===== src/rtl/param_updown_cnt_pkg.sv =====
// Shared helpers for the parametrised up/down counter.
// Width helper for the prescaler count register.
package param_updown_cnt_pkg;

   // Bits needed to hold 0..p-1, never less than one.
   function automatic int pw_of(input int p);
      return ($clog2(p) > 0) ? $clog2(p) : 1;
   endfunction

endpackage


===== src/rtl/cnt_prescale.sv =====
// Prescaler: one tick per PRESCALE enabled cycles.
// Cleared by reset and by a counter load.
module cnt_prescale
   import param_updown_cnt_pkg::*;
#(
   parameter int PRESCALE = 1
) (
   input  logic clk,
   input  logic rst_n,
   input  logic en,
   input  logic clr,
   output logic tick
);

   localparam int PW = pw_of(PRESCALE);
   localparam logic [PW-1:0] LAST = PW'(PRESCALE - 1);

   logic [PW-1:0] pcnt;

   assign tick = en & (pcnt == LAST);

   // Count enabled cycles, wrapping to zero on the tick.
   always_ff @(posedge clk) begin
      if (!rst_n) begin
         pcnt <= '0;
      end else if (clr) begin
         pcnt <= '0;
      end else if (tick) begin
         pcnt <= '0;
      end else if (en) begin
         pcnt <= pcnt + 1'b1;
      end
   end

endmodule


===== src/rtl/param_updown_cnt.sv =====
// Parametrised up/down modulo counter with load,
// prescaler, wrap/saturate mode, terminal count and sticky overflow.
module param_updown_cnt
   import param_updown_cnt_pkg::*;
#(
   parameter int WIDTH    = 4,
   parameter int MOD      = 16,
   parameter int WRAP     = 1,
   parameter int PRESCALE = 1
) (
   input  logic             clk,
   input  logic             rst_n,
   input  logic             en,
   input  logic             down,
   input  logic             load,
   input  logic [WIDTH-1:0] cnt_in,
   input  logic             ovf_clr,
   output logic [WIDTH-1:0] q,
   output logic             tc,
   output logic             at_max,
   output logic             at_zero,
   output logic             ovf
);

   localparam logic [WIDTH-1:0] MAXV = WIDTH'(MOD - 1);

   if (MOD > 2 ** WIDTH || MOD < 2) begin : g_bad_mod
      $error("param_updown_cnt: MOD out of range");
   end

   logic             tick;
   logic             step;
   logic             bnd;
   logic [WIDTH-1:0] ld_val;
   logic [WIDTH-1:0] nxt;

   cnt_prescale #(
      .PRESCALE(PRESCALE)
   ) u_pre (
      .clk  (clk),
      .rst_n(rst_n),
      .en   (en),
      .clr  (load),
      .tick (tick)
   );

   assign at_max  = (q == MAXV);
   assign at_zero = (q == '0);
   assign step    = tick & ~load;
   assign bnd     = step & (down ? at_zero : at_max);

   // Out-of-range load values clamp to the top of the range.
   always_comb begin
      ld_val = cnt_in;
      if ({1'b0, cnt_in} >= (WIDTH + 1)'(MOD)) begin
         ld_val = MAXV;
      end
   end

   // Next count for a step, wrapping or saturating at the ends.
   always_comb begin
      nxt = q;
      if (down) begin
         if (at_zero) nxt = (WRAP != 0) ? MAXV : '0;
         else         nxt = q - 1'b1;
      end else begin
         if (at_max)  nxt = (WRAP != 0) ? '0 : MAXV;
         else         nxt = q + 1'b1;
      end
   end

   // Count register, terminal-count pulse and sticky overflow.
   always_ff @(posedge clk) begin
      if (!rst_n) begin
         q   <= '0;
         tc  <= 1'b0;
         ovf <= 1'b0;
      end else begin
         tc  <= bnd;
         ovf <= bnd | (ovf & ~ovf_clr);
         if (load) begin
            q <= ld_val;
         end else if (step) begin
            q <= nxt;
         end
      end
   end

endmodule


===== config.mk =====
export PLATFORM = sky130hd
export DESIGN_NAME = param_updown_cnt
export DESIGN_NICKNAME = d
export VERILOG_FILES = /design/src/rtl/param_updown_cnt_pkg.sv /design/src/rtl/cnt_prescale.sv /design/src/rtl/param_updown_cnt.sv
export SDC_FILE = /design/constraint.sdc
export NUM_CORES = 1
export LEC_CHECK = 0
export CAP_MARGIN = 10
export CORE_AREA = 2 2 39 41
export DETAILED_ROUTE_END_ITERATION = 16
export DIE_AREA = 0 0 41 43
export HOLD_SLACK_MARGIN = 0.15
export SLEW_MARGIN = 20
export SYNTH_ARGS = -nofsm -noshare
export SYNTH_HDL_FRONTEND = slang
export SYNTH_SLANG_ARGS = --single-unit

===== constraint.sdc =====
create_clock -name clk -period 1.8 [get_ports clk]
set_input_delay 0.36 -clock clk [delete_from_list [all_inputs] [get_ports clk]]
set_output_delay 0.36 -clock clk [all_outputs]
set_load 0.01 [all_outputs]

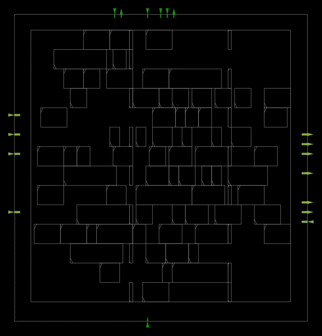
**Above:** run 1 (cell placement).
final core utilization: 47.6%
Core Box Area: 1380 um^2
# Taps: 16

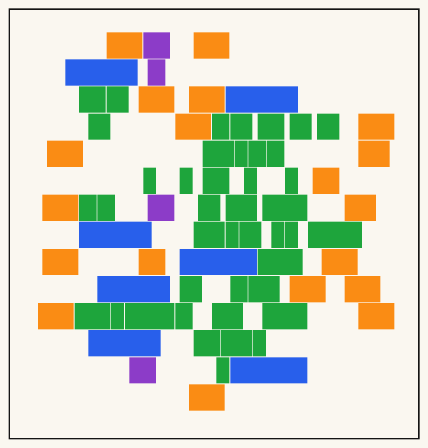
**Above:** run 1 (cells colored by class).
Key: clock drivers and dummy loads = purple [cells 4, share of their area 4.3%]; remaining buffers and delay cells = orange [cells 19, share of their area 29%]; registers = blue [cells 7, share of their area 22%]; remaining logic cells = green [cells 42, share of their area 45%]
post-route cell area: 658 um^2
flop share of the area: 21.7%
row count: 14

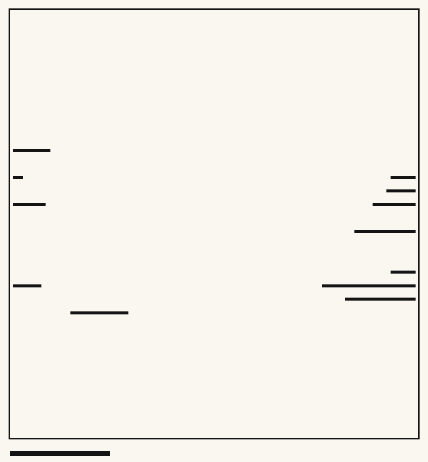
**Above:** run 1 (met3 routing).
Bar = 10 um.
The wires run mostly horizontal. The layer holds 4.9% of the routed length. The layer carries 48.0 um of wire. The longest straight run is 9.10 um. 12 nets have wire on it.
routing usage on met3: 4.71%
vias: 422
routed wire length: 982 um

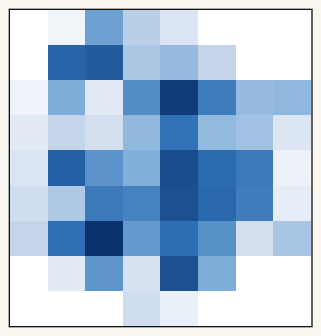
**Above:** run 1 (local utilization).
The die is cut into 8 by 9 equal tiles; white is low, dark blue is high, 0 to 100% covered.
The mean over all tiles is 36%. The densest ninth of the die: center. 22% of the tiles are nearly empty. 14% of the tiles are over 75% full. The fullest tile reaches 99%.
FP Util: 31.6%

==> flow_metrics.py, run 1 <==
# Generated from Yosys and OpenROAD reports
metrics = {
    "yosys": {
        "top_area_share_pct": 32.1,
        "synth_warnings": 0,
        "synthAoiAreaFrac_pct": 14.3,
        "numSynthFlops": 7,
        "synthFlopType": "dfxtp_1",
    },
    "route": {
        "wl_per_cell_um": 11.2,
        "wl_met3_um": 47,
    },
    "pwr": {
        "powerDensity_nw_per_um2": 662,
        "power_mw": 0.435,
    },
    "die": {
        "dieArea_um2": 1760,
    },
    "cells_and_area": {
        "comb_cells": 39,
        "n_antenna_cell": 0,
        "clkCellAreaFrac_pct": 4.18,
        "syn_to_final_growth_pct": 50.7,
    },
    "global_routing": {
        "grt_max_degree": 8,
        "grt_antenna_before_repair": 0,
    },
    "critical_path": {
        "r2r-end": "q[1]$_SDFFE_PN0P_",
        "crit_arrival_ns": 1.34,
        "worst-r2r-cell-count": 5,
        "cp_slowest_cell": "dfxtp_2",
    },
    "status": {
        "status": "complete, no violations",
    },
    "place": {
        "place_ws_ns": 0.0927,
    },
}
==> run 1: how the worst max path moves through the flow <==
stage | from | depth (start not counted) | endpoint
2_1_floorplan | q[0]$_SDFFE_PN0P_ | 5 | q[1]$_SDFFE_PN0P_
3_3_place_gp | q[1]$_SDFFE_PN0P_ | 3 | at_max
3_5_place_dp | q[0]$_SDFFE_PN0P_ | 4 | at_zero
4_1_cts | q[0]$_SDFFE_PN0P_ | 4 | at_zero
5_1_grt | q[0]$_SDFFE_PN0P_ | 4 | at_zero
6_report | q[0]$_SDFFE_PN0P_ | 4 | at_zero
==> run 1: power breakdown <==
part,switching (mW),leakage [nW],internal [mW]
registers,0.0137,0.0581,0.164
clock network,0.0625,0.0177,0.0814
logic,0.0439,0.206,0.0694
total,0.120,0.282,0.315
==> run 1 -> run 2 <==
Settings changed: ABC_CLOCK_PERIOD_IN_PS set to 1800.
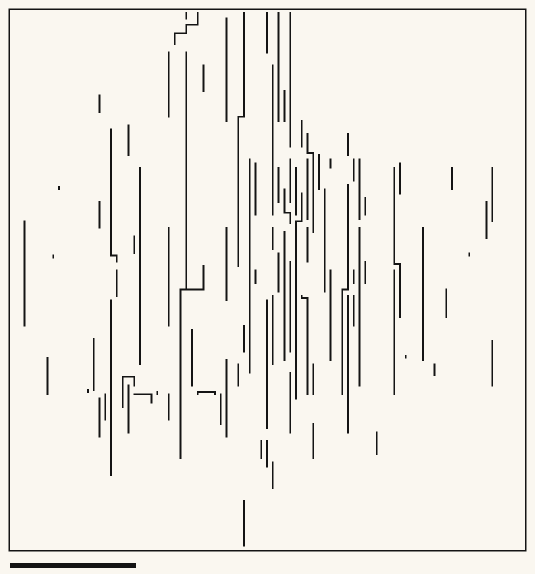
**Above:** run 2 (metal 2).
Bar = 10 um.
68 nets have wire on it. The wires run mostly vertical. The longest straight run is 18.9 um. The layer holds 50% of the routed length.
GR Util met2: 19.7%

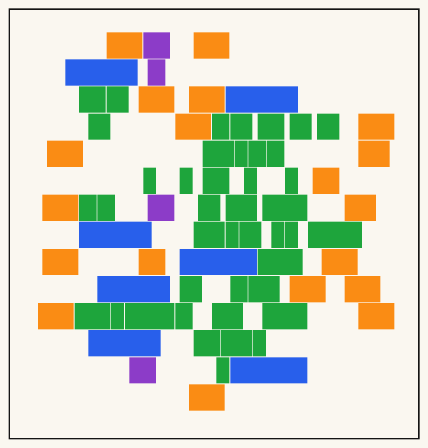
**Above:** run 2 (cells colored by class).
Key: clock drivers and dummy loads = purple [cells 4, share of their area 4.3%]; registers = blue [cells 7, share of their area 22%]; remaining buffers and delay cells = orange [cells 19, share of their area 29%]; remaining logic cells = green [cells 42, share of their area 45%]

==> flow_metrics.py, run 2 <==
# Generated from Yosys and OpenROAD reports
metrics = {
    "status": {
        "status": "complete, no violations",
    },
    "cells_and_area": {
        "n_antenna_cell": 0,
        "nets": 85,
        "clkbuf_count": 3,
        "instances_no_fill": 88,
        "comb_cells": 39,
        "largest_reg_flops": 4,
        "syn_to_final_growth_pct": 50.7,
        "largestClassByArea": "multi-input combinational cells",
        "area.share.sequential_pct": 21.7,
        "clkCellAreaFrac_pct": 4.18,
        "postLayoutCoreUtil_pct": 47.6,
    },
    "die": {
        "dieArea_um2": 1760,
        "row_count": 14,
        "fp_util_pct": 31.6,
        "coreArea_um2": 1380,
        "nWellTaps": 16,
    },
    "critical_path": {
        "cp_slowest_cell": "dfxtp_2",
        "crit_end": "at_zero",
        "cp_num_cells": 4,
        "worst-r2r-cell-count": 5,
        "startpoint": "q[0]$_SDFFE_PN0P_",
        "r2r-end": "q[1]$_SDFFE_PN0P_",
    },
    "pwr": {
        "power_mw": 0.435,
        "seq_power_mw": 0.178,
        "clkPwrFrac_pct": 33.0,
        "switchingPower_mw": 0.120,
        "powerDensity_nw_per_um2": 662,
        "pwr-share-seq_pct": 40.9,
        "power.group.top": "sequential cells",
        "powerComb_mw": 0.113,
        "p_comb_share_pct": 26.0,
        "p_int_mw": 0.315,
        "powerClk_mw": 0.144,
        "p_sw_share_pct": 27.6,
    },
    "yosys": {
        "synthFlopType": "dfxtp_1",
        "synth_warnings": 0,
        "synthCells": 50,
        "yosys.area.top_type": "dfxtp_1",
        "numSynthFlops": 7,
        "top_area_share_pct": 32.1,
    },
    "route": {
        "vias": 422,
        "wl_per_cell_um": 11.2,
        "drc_errors": 0,
        "drt_wl_total_um": 982,
        "avgViaCountPerCell": 4.80,
    },
    "global_routing": {
        "use_met3_pct": 4.71,
        "grt_antenna_before_repair": 0,
        "grt_max_degree": 8,
    },
    "place": {
        "place_ws_ns": 0.0927,
    },
}
## run 2: cell counts after synthesis
No cell type changed its count.
## run 2: cell families (layout without fill, tap and decap cells)
kind of cell    count (synthesis)  in the layout  synth area share (%)
compound gates                 10             10                  14.3
xor+xnor                        4              4                  8.02
fa+ha+maj                       2              2                  5.73
buf+inv                         4             26                  5.16
flops                           7              7                  32.1
mux                             1              1                  3.44
simple gates                   22             22                  31.2
## run 2: repair_timing
item	4_1_cts	5_1_grt
setup endpoints to repair	2	0
buffers inserted	0	0
hold buffers	0	0
gates resized	4	0
## run 2: metrics by stage
step / hold slack [ns] / instance area (um^2)
after floorplan: 0.436 / 437
after global placement: 0.488 / 631
after detailed placement: 0.494 / 631
after CTS: 0.502 / 658
after global routing: 0.514 / 658
final: 0.502 / 658
Power and IR drop assume default switching activity.
